==> config.mk <==
export PLATFORM = sky130hd
export DESIGN_NAME = indication_word_serializer_flat
export DESIGN_NICKNAME = d
export VERILOG_FILES = /design/src/rtl/indication_word_serializer_if.sv /design/src/rtl/indication_word_serializer.sv /design/src/flat_wrapper.sv
export SDC_FILE = /design/constraint.sdc
export NUM_CORES = 1
export LEC_CHECK = 0
export CORE_MARGIN = 3
export CORE_UTILIZATION = 48
export DETAILED_ROUTE_END_ITERATION = 12
export PLACE_DENSITY = 0.74
export SETUP_SLACK_MARGIN = 0.02
export SYNTH_ARGS = -nofsm -noshare
export SYNTH_HDL_FRONTEND = slang
export SYNTH_SLANG_ARGS = --single-unit
==> constraint.sdc <==
create_clock -name clk -period 9.8 [get_ports clk]
set_input_delay 1.96 -clock clk [delete_from_list [all_inputs] [get_ports clk]]
set_output_delay 1.96 -clock clk [all_outputs]
set_load 0.005 [all_outputs]
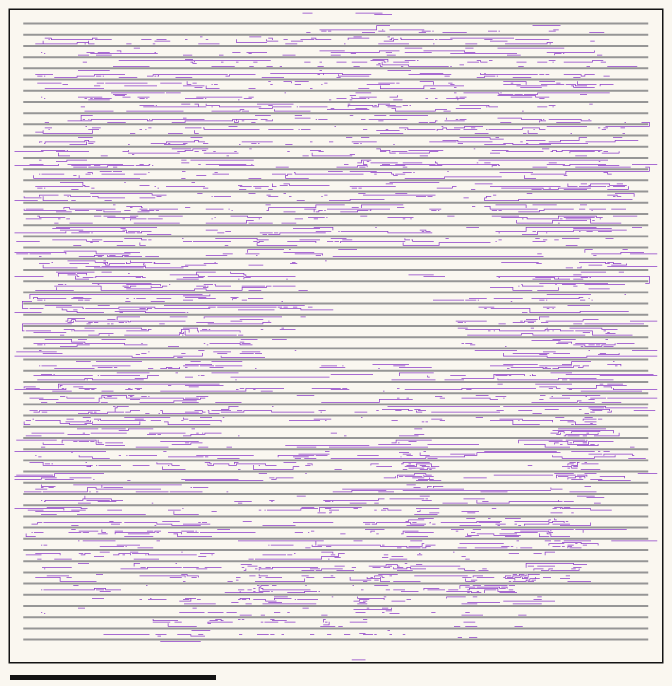
(met1 routing)
Scale bar: 50 microns. Supply wires on this layer in grey.
- main direction: horizontal
- share of all routed wire: 41%
- nets with wire on the layer: 815
- longest straight run: 51.1 microns
- wire length on this layer: 9100 microns
vias after detailed routing: 5836
wire length after detailed routing: 22200 microns
M1 GR Usage: 23.4%

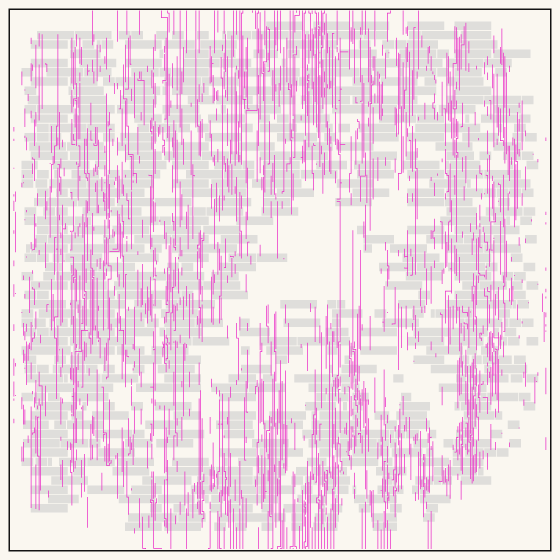
(met2 routing)
Cells faint in the background.
- main direction: vertical
- nets with wire on the layer: 824
met2 Use GR: 29.6%

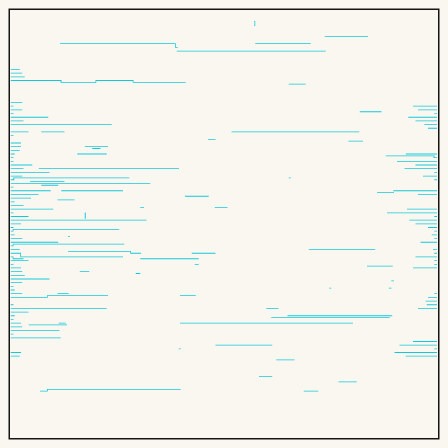
(the metal 3 layer)
- longest straight run: 63.7 microns
- share of all routed wire: 7.8%
- main direction: horizontal
met3 Track Usage GR: 5.16%

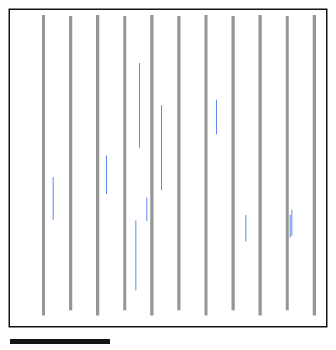
(the metal 4 layer)
Scale bar: 50 microns. Supply wires on this layer in grey.
- share of all routed wire: 1.0%
- nets with wire on the layer: 6
- main direction: vertical
- longest straight run: 42.2 microns

==> Flow_metrics.wiki <==
== Run summary ==
{| class="wikitable"
! Metric !! Value
|-
| Result of the run || completed
|-
| Max Cap Violations || 0
|-
| Transition time at the pin with the least slew margin || around 1200 ps
|-
| Post-synthesis instance area || approximately 11000 sq um
|-
| Drt first pass iters || 5
|-
| Gate Area || ~2500 sq um
|-
| FFs w/ async S/R, synth || 8.39%
|-
| Top class by area || sequential cells
|-
| Port Buffer Count || just under 200
|-
| Placed wire-length estimate after detailed placement || 14100 microns
|-
| Final Total Pwr || between 4 and 5 mW
|-
| Initial antenna violation count || 0
|-
| Antenna diodes || 1
|-
| Synth area leader || sky130_fd_sc_hd__edfxtp_1
|-
| Remaining routing DRC violations || 0
|-
| Multi-input gates || about 220
|-
| Cells in synth_stat.txt || 534
|-
| Largest voltage drop on the vdd net || roughly 0.16 mV
|-
| # H-tree levels || 1
|-
| Post-Synth AOI/OAI Area || 0.865%
|-
| Instance count along the most critical hold path || 1
|-
| Tally of OpenROAD warnings || 26
|-
| Share of the core filled by cells before placement || around half
|-
| Shortest clock period the worst path allows after layout || between 6000 and 7000 ps
|-
| Count of routing violations after the opening detailed-route iteration || 418
|-
| List of most frequent post-synthesis cells || 262 x sky130_fd_sc_hd__edfxtp_1, 64 x sky130_fd_sc_hd__mux4_2, 39 x sky130_fd_sc_hd__nor2_1, 35 x sky130_fd_sc_hd__mux2i_1, 24 x sky130_fd_sc_hd__dfrtp_1
|-
| Internal reg-to-reg setup slack || approximately 5600 ps
|-
| Post-synthesis share of cell area spent on full adders, half adders and majority gates || less than 1%
|-
| Wire length of the first global-routing pass || between 30000 and 40000 microns
|-
| Area fraction in mux cells || around 16%
|-
| Number of cells produced by synthesis || ~530
|-
| Layout Area Growth over Synthesis || 28.3%
|-
| Unrepaired setup endpoints after global routing || no
|-
| Chip area || between 20000 and 30000 sq um
|-
| Clock tree from TritonCTS || done
|-
| Part of the Yosys area used for sequential elements || approximately 76%
|-
| Total Neg Setup Slack || 0 ps
|-
| Crit path largest cell delay || approximately 860 ps
|-
| Simple logic cell fraction of the synthesized area || 3.48%
|-
| Post-CTS Resized || 0
|-
| Library cell contributing the largest single delay on the critical path || sky130_fd_sc_hd__dfrtp_4
|-
| Worst EP required || 7840 ps
|-
| Commonest Layout Cell || sky130_fd_sc_hd__edfxtp_1
|-
| Flops after synth || between 200 and 300
|-
| Via count of the first global-routing pass || ~6300
|-
| Register fraction of the total cell area || between 50% and 60%
|-
| Largest clock skew in the final design || roughly 14 ps
|-
| Number of signal-net buffers in the layout || 205
|-
| Non-filler instance count after layout || 1051
|-
| Number of clock buffer instances in the layout || 34
|-
| Average size of a mapped cell || roughly 21 sq um
|-
| Worst path arrival time || 4070 ps
|-
| Vias per std cell || approximately 5.6
|-
| Yosys warning count || 0
|-
| Most instantiated library cell after synthesis || sky130_fd_sc_hd__edfxtp_1
|-
| Max Fanout on Critical Path || between 40 and 50
|-
| Post-synthesis share of cell area spent on xor and xnor gates || 1.81%
|-
| Yosys synthesis chip area || around 11000 sq um
|-
| Final weighted congestion in routability-driven placement || ~0.73
|-
| Length in cells of the worst reg-to-reg path || 7
|-
| Number of nets in the finished design || around 900
|-
| Worst hold-check path type || register to register
|-
| Leading cell types in the layout, fill and taps excluded || 262 x sky130_fd_sc_hd__edfxtp_1, 199 x sky130_fd_sc_hd__clkdlybuf4s50_1, 64 x sky130_fd_sc_hd__mux4_2
|-
| Fmax achieved || approximately 170 MHz
|-
| Die x size || ~160 microns
|-
| Ratio of final minimum period to clock period || roughly three fifths
|-
| Clock transition time at the flip-flop clock pins of the worst setup and hold paths || 60 ps
|-
| Row count || around 55
|-
| Slew HR || a little over a fifth
|-
| Final setup violation count || 0
|-
| Clock Latency Late Sink || ~540 ps
|}
per-layer routing:
layer	track usage (%)	vias to the layer above	routed length (microns)
met3	5.16	25	1740
met4	3.32	0	224
met5	0	-	0
met1	23.4	3022	9100
met2	29.6	201	11100
li1	-	2588	-
stage by stage:
step	util [%]	cell area, sq um	hold WS [ps]
2_1_floorplan	-	11100	468
3_3_place_gp	59.1	13400	462
3_5_place_dp	59.1	13400	464
4_1_cts	62.9	14300	474
5_1_grt	62.9	14300	506
6_report	62.9	14300	469
power by group:
| group | internal (mW) | total, mW | switching [mW] |
|---|---|---|---|
| sequential | 1.56 | 1.71 | 0.155 |
| combinational | 0.734 | 1.30 | 0.568 |
| clock | 0.565 | 0.993 | 0.428 |
Power figures rest on the tool's default switching activity, not on a simulated workload.
